`config.mk`:
```
export PLATFORM = sky130hd
export DESIGN_NAME = lat_stats_accum
export DESIGN_NICKNAME = d
export VERILOG_FILES = /design/src/rtl/lat_stats_pkg.sv /design/src/rtl/lat_stats_sat_add.sv /design/src/rtl/lat_stats_accum.sv
export SDC_FILE = /design/constraint.sdc
export NUM_CORES = 1
export LEC_CHECK = 0
export ABC_AREA = 0
export CAP_MARGIN = 20
export CORE_UTILIZATION = 40
export DETAILED_ROUTE_END_ITERATION = 7
export PLACE_DENSITY = 0.72
export SLEW_MARGIN = 20
export SYNTH_ARGS = -nofsm -noshare
export SYNTH_HDL_FRONTEND = slang
export SYNTH_SLANG_ARGS = --single-unit
```
`constraint.sdc`:
```
create_clock -name clk -period 11.5 [get_ports clk]
set_clock_uncertainty 0.05 [all_clocks]
set_input_delay 2.3 -clock clk [delete_from_list [all_inputs] [get_ports clk]]
set_output_delay 2.3 -clock clk [all_outputs]
set_load 0.05 [all_outputs]
```
`src/rtl/lat_stats_pkg.sv`:
```
// ----------------------------------------------------------------------------
// lat_stats_pkg
// Definitions shared by the latency statistics accumulator and its
// saturating adder:
//   - state_e   : snapshot FSM states (ST_IDLE, ST_HOLD)
//   - SEQ_W     : width of the snapshot sequence number
//   - sat_add_u : unsigned add of two operands up to 64 bits wide that clamps
//                 at all-ones of width w and reports whether it clamped
// ----------------------------------------------------------------------------
package lat_stats_pkg;

    typedef enum logic {
        ST_IDLE = 1'b0,
        ST_HOLD = 1'b1
    } state_e;

    localparam int SEQ_W = 4;

    // Operands are zero-extended to 64 bits by the caller, so w must be in
    // 1..64. ovf is set when the true sum exceeds all-ones of width w.
    function automatic logic [63:0] sat_add_u(
        input  logic [63:0] a,
        input  logic [63:0] b,
        input  int unsigned w,
        output logic        ovf
    );
        logic [64:0] full;
        logic [63:0] lim;
        full = {1'b0, a} + {1'b0, b};
        lim  = (w >= 64) ? '1 : ((64'd1 << w) - 64'd1);
        ovf  = (full > {1'b0, lim});
        return ovf ? lim : full[63:0];
    endfunction

endpackage

```
`src/rtl/lat_stats_sat_add.sv`:
```
// ----------------------------------------------------------------------------
// lat_stats_sat_add
// Combinational unsigned adder that clamps at all-ones of W bits.
// Ports:
//   i_a, i_b : W-bit unsigned operands
//   o_sum    : i_a + i_b, clamped to all-ones on overflow
//   o_sat    : 1 when the true sum did not fit in W bits
// W must be in 1..64.
// ----------------------------------------------------------------------------
module lat_stats_sat_add
    import lat_stats_pkg::*;
#(
    parameter int W = 16
) (
    input  logic [W-1:0] i_a,
    input  logic [W-1:0] i_b,
    output logic [W-1:0] o_sum,
    output logic         o_sat
);

    logic w_ovf;

    // NOTE: combinational logic uses blocking '=' and gives every output a
    // default at the top of the block, so no path leaves a value unassigned
    // and no latch is inferred.
    always_comb begin
        w_ovf = 1'b0;
        o_sum = W'(sat_add_u(64'(i_a), 64'(i_b), W, w_ovf));
        o_sat = w_ovf;
    end

endmodule

```
`src/rtl/lat_stats_accum.sv`:
```
// ----------------------------------------------------------------------------
// lat_stats_accum
// Latency statistics accumulator in the datapath clock domain. Tracks live
// min/max/sum/count of per-packet latency samples and, on request, freezes
// them into a snapshot bus held stable for at least HOLD_CYC cycles so a
// downstream bus synchronizer can capture a coherent word.
// Ports:
//   clk, reset    : datapath clock, asynchronous active-high reset
//   sample_valid  : qualifies sample_lat for one cycle
//   sample_lat    : latency sample (LAT_W bits, unsigned)
//   clear         : pulse; reinitialises live accumulators (wins over snap_req)
//   snap_req      : pulse; snapshot-and-clear, ignored while snap_busy
//   snap_busy     : high for exactly HOLD_CYC cycles after a snapshot
//   snap_min/max/sum/cnt/sat : frozen statistics of the last interval
//   snap_seq      : snapshot sequence number, wraps 15 -> 0
// All outputs are registers; SUM_W must be >= LAT_W and HOLD_CYC >= 2.
// ----------------------------------------------------------------------------
module lat_stats_accum
    import lat_stats_pkg::*;
#(
    parameter int LAT_W    = 16,
    parameter int CNT_W    = 32,
    parameter int SUM_W    = 48,
    parameter int HOLD_CYC = 16
) (
    input  logic             clk,
    input  logic             reset,
    input  logic             sample_valid,
    input  logic [LAT_W-1:0] sample_lat,
    input  logic             clear,
    input  logic             snap_req,
    output logic             snap_busy,
    output logic [LAT_W-1:0] snap_min,
    output logic [LAT_W-1:0] snap_max,
    output logic [SUM_W-1:0] snap_sum,
    output logic [CNT_W-1:0] snap_cnt,
    output logic             snap_sat,
    output logic [SEQ_W-1:0] snap_seq
);

    localparam int HOLD_W = $clog2(HOLD_CYC);

    // Live accumulators
    logic [LAT_W-1:0]  r_min;
    logic [LAT_W-1:0]  r_max;
    logic [SUM_W-1:0]  r_sum;
    logic [CNT_W-1:0]  r_cnt;
    logic              r_sat;

    // Snapshot FSM and frozen outputs
    state_e            r_state;
    logic              r_busy;
    logic [HOLD_W-1:0] r_hold_cnt;
    logic [LAT_W-1:0]  r_snap_min;
    logic [LAT_W-1:0]  r_snap_max;
    logic [SUM_W-1:0]  r_snap_sum;
    logic [CNT_W-1:0]  r_snap_cnt;
    logic              r_snap_sat;
    logic [SEQ_W-1:0]  r_snap_seq;

    // Saturating adders for sum and count
    logic [SUM_W-1:0]  w_sum_add;
    logic              w_sum_ovf;
    logic [CNT_W-1:0]  w_cnt_add;
    logic              w_cnt_ovf;

    // Live values with the current cycle's sample folded in
    logic [LAT_W-1:0]  w_upd_min;
    logic [LAT_W-1:0]  w_upd_max;
    logic [SUM_W-1:0]  w_upd_sum;
    logic [CNT_W-1:0]  w_upd_cnt;
    logic              w_upd_sat;
    logic              w_upd_empty;
    logic              w_accept;

    lat_stats_sat_add #(.W(SUM_W)) u_sum_add (
        .i_a   (r_sum),
        .i_b   (SUM_W'(sample_lat)),
        .o_sum (w_sum_add),
        .o_sat (w_sum_ovf)
    );

    lat_stats_sat_add #(.W(CNT_W)) u_cnt_add (
        .i_a   (r_cnt),
        .i_b   (CNT_W'(1)),
        .o_sum (w_cnt_add),
        .o_sat (w_cnt_ovf)
    );

    always_comb begin
        w_upd_min = r_min;
        w_upd_max = r_max;
        w_upd_sum = r_sum;
        w_upd_cnt = r_cnt;
        w_upd_sat = r_sat;
        if (sample_valid) begin
            w_upd_min = (sample_lat < r_min) ? sample_lat : r_min;
            w_upd_max = (sample_lat > r_max) ? sample_lat : r_max;
            w_upd_sum = w_sum_add;
            w_upd_cnt = w_cnt_add;
            w_upd_sat = r_sat | w_sum_ovf | w_cnt_ovf;
        end
    end

    // The snapshot sees the coincident sample, so it is built from the
    // updated values. An empty interval reports min = max = 0 rather than
    // the all-ones min seed.
    assign w_upd_empty = (w_upd_cnt == '0);
    assign w_accept    = (r_state == ST_IDLE) && snap_req && !clear;

    // Live accumulators: clear and an accepted snapshot both restart the
    // interval; a sample arriving with either is not carried into the new one.
    always_ff @(posedge clk or posedge reset) begin
        if (reset) begin
            r_min <= '1;
            r_max <= '0;
            r_sum <= '0;
            r_cnt <= '0;
            r_sat <= 1'b0;
        end else if (clear || w_accept) begin
            r_min <= '1;
            r_max <= '0;
            r_sum <= '0;
            r_cnt <= '0;
            r_sat <= 1'b0;
        end else begin
            r_min <= w_upd_min;
            r_max <= w_upd_max;
            r_sum <= w_upd_sum;
            r_cnt <= w_upd_cnt;
            r_sat <= w_upd_sat;
        end
    end

    // Snapshot FSM. The hold counter is loaded with HOLD_CYC-1 on entry and
    // the FSM leaves HOLD on the edge after it reaches 0, giving exactly
    // HOLD_CYC busy cycles. clear does not touch this block.
    always_ff @(posedge clk or posedge reset) begin
        if (reset) begin
            r_state    <= ST_IDLE;
            r_busy     <= 1'b0;
            r_hold_cnt <= '0;
            r_snap_min <= '0;
            r_snap_max <= '0;
            r_snap_sum <= '0;
            r_snap_cnt <= '0;
            r_snap_sat <= 1'b0;
            r_snap_seq <= '0;
        end else begin
            case (r_state)
                ST_IDLE: begin
                    if (w_accept) begin
                        r_state    <= ST_HOLD;
                        r_busy     <= 1'b1;
                        r_hold_cnt <= HOLD_W'(HOLD_CYC - 1);
                        r_snap_min <= w_upd_empty ? '0 : w_upd_min;
                        r_snap_max <= w_upd_empty ? '0 : w_upd_max;
                        r_snap_sum <= w_upd_sum;
                        r_snap_cnt <= w_upd_cnt;
                        r_snap_sat <= w_upd_sat;
                        r_snap_seq <= r_snap_seq + SEQ_W'(1);
                    end
                end
                ST_HOLD: begin
                    if (r_hold_cnt == '0) begin
                        r_state <= ST_IDLE;
                        r_busy  <= 1'b0;
                    end else begin
                        r_hold_cnt <= r_hold_cnt - HOLD_W'(1);
                    end
                end
                default: begin
                    r_state <= ST_IDLE;
                    r_busy  <= 1'b0;
                end
            endcase
        end
    end

    assign snap_busy = r_busy;
    assign snap_min  = r_snap_min;
    assign snap_max  = r_snap_max;
    assign snap_sum  = r_snap_sum;
    assign snap_cnt  = r_snap_cnt;
    assign snap_sat  = r_snap_sat;
    assign snap_seq  = r_snap_seq;

endmodule

```
### Where the registers sit

Scale bar: 50 µm. Other sequential cells in the stronger gray, the rest of the logic in the fainter gray.
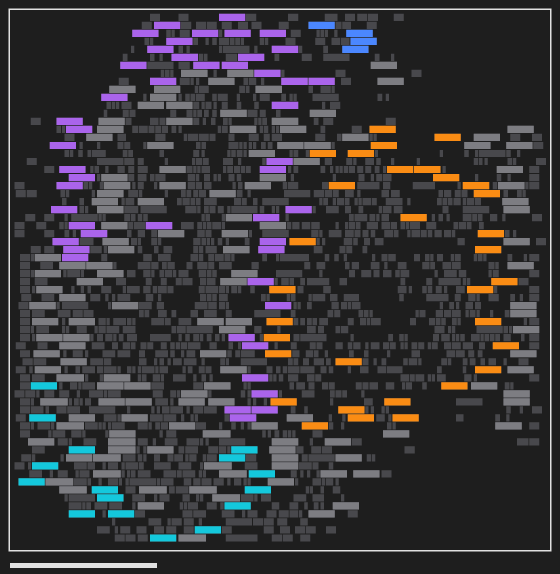
orange -> r_cnt  # sequential cells 32
blue -> snap_seq  # sequential cells 4
cyan -> snap_min  # sequential cells 16, where bottom left
purple -> snap_sum  # sequential cells 48
not colored = 136

### Clock wires, drivers and flops

Scale bar: 50 µm.
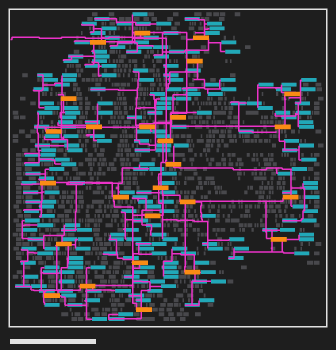
orange -> clock drivers  # count 26
cyan -> flip-flops  # count 236
magenta -> clock wires  # length 3270 µm
flops lie = spread over the die
routed clock nets = 27
clock-net power: 836 µW
Clk pwr share: 28.2%
Skew-Pair Late Insertion Delay: 0.53 ns

-- cells in the final DEF, fill, tap and decap left out, types with 27 or more instances in the layout --
cell type / count
mux2i_1: 40
inv_1: 49
nand3_1: 43
ha_1: 51
nand2_1: 169
clkbuf_16: 27
nand4_1: 41
o21ai_0: 110
nor3_1: 30
dfrtp_1: 220
clkdlybuf4s50_1: 137
a21oi_1: 44
nor2_1: 180
a211oi_2: 30
-- power groups by stage --
stage | combinational, µW | clock (µW) | sequential (µW)
global placement | 1030 | 0 | 1090
finish | 1050 | 836 | 1080
detailed placement | 1050 | 0 | 1090
floorplan | 373 | 0 | 1430
global route | 1120 | 884 | 1100
CTS | 1060 | 854 | 1080
==> flow_summary.json <==
{
  "mux_area_share_pct": 3.556,
  "logic_area_mm2": 0.006641,
  "first_pass_iters": 5,
  "regArea_mm2": 0.005926,
  "worstSetupPathType": "in -> reg",
  "drive_gt1_share_pct": 9.393,
  "postCtsHoldBufs": 0,
  "gr-usage-met2_pct": 34.72,
  "diodes": 0,
  "synthDistinctLibCells": 81,
  "ys_sh_adder_pct": 5.002,
  "busiest_layer": "met2",
  "final.hold.worst_slack_ns": 0.4195,
  "final_core_util_pct": 48.15,
  "pre_cts_ws_ns": 5.057,
  "inverters": 50,
  "viasPerCell": 5.594,
  "edf_count": 0,
  "n_clock_buffer": 40,
  "worst_path_most_repeated_cell": "nand4_1",
  "combAreaFraction_pct": 42.50,
  "finish.instance_area_mm2": 0.01563,
  "maxSlewViolCount": 0,
  "fin_crit_sh_pct": 51.82,
  "slowest_delay_ns": 0.67,
  "wl_per_cell_um": 18.26,
  "path_buffers": 3,
  "totalWireLength_mm": 36.07,
  "status": "completed",
  "cp.depth": 13,
  "max-cap-violations": 0,
  "r2r_setup_slack_ns": 6.57,
  "critPathRequiredTime_ns": 11.81,
  "fin_cells": 1975,
  "slowest_stage": "buf_4",
  "io_buffers": 138,
  "yosysWarnings": 0,
  "max_slew_margin_pct": 23.13,
  "synth-xor-area-share_pct": 2.130,
  "placed_area_mm2": 0.01476,
  "p_int_uw": 1816,
  "syn2layout_area_growth_pct": 18.75,
  "buffer_area_share_pct": 9.289,
  "most_common_cell": "dfrtp_1",
  "synth_seq_share_pct": 45.04,
  "p_total_uw": 2969,
  "crit_path_end": "snap_min[13]",
  "drt-initial-drc-count": 875,
  "async_reset_ff_share_pct": 100.0,
  "grt_max_degree": 103,
  "wl_met3_mm": 1.862,
  "initCoreUtil_pct": 40.54,
  "clk_share_pct": 5.493,
  "cts_setup_buffers": 0,
  "grt_pass1_wl_mm": 58.51,
  "min_to": "snap_seq[3]",
  "largestClassByArea": "logic gates",
  "buffers": 148,
  "synth_nets": 1503,
  "grt.total_usage_pct": 21.72,
  "postSynthCellCount": 1430,
  "yosys-top-cells-count": "220 x dfrtp_1, 180 x nor2_1, 169 x nand2_1",
  "die_x_um": 183.4,
  "critPathLaunchType": "input pin",
  "drc": 0,
  "critPathArrivalTime_ns": 6.27,
  "combPwrFrac_pct": 35.3,
  "sh_seq_area_pct": 37.92,
  "antenna_left": 0,
  "hold_start": "snap_seq[3]",
  "num_tap_cells": 442,
  "crit_start": "sample_valid",
  "grt-ovfl-total": 0,
  "cts_resized": 0,
  "fin_crit_ns": 5.959,
  "fill_cells": 3072,
  "ys.flops": 236,
  "netSwitchingPower_uw": 1153,
  "top_area_cell": "dfrtp_1",
  "ir_drop_v": 0.0001516,
  "ys_cells": 1430,
  "nMultiInputCombCells": 1051,
  "ys_sh_aoi_pct": 17.05,
  "vias": 11050,
  "avgSynthCellArea_um2": 9.201
}
No activity file was given, so power comes from the tool's default toggle rates.
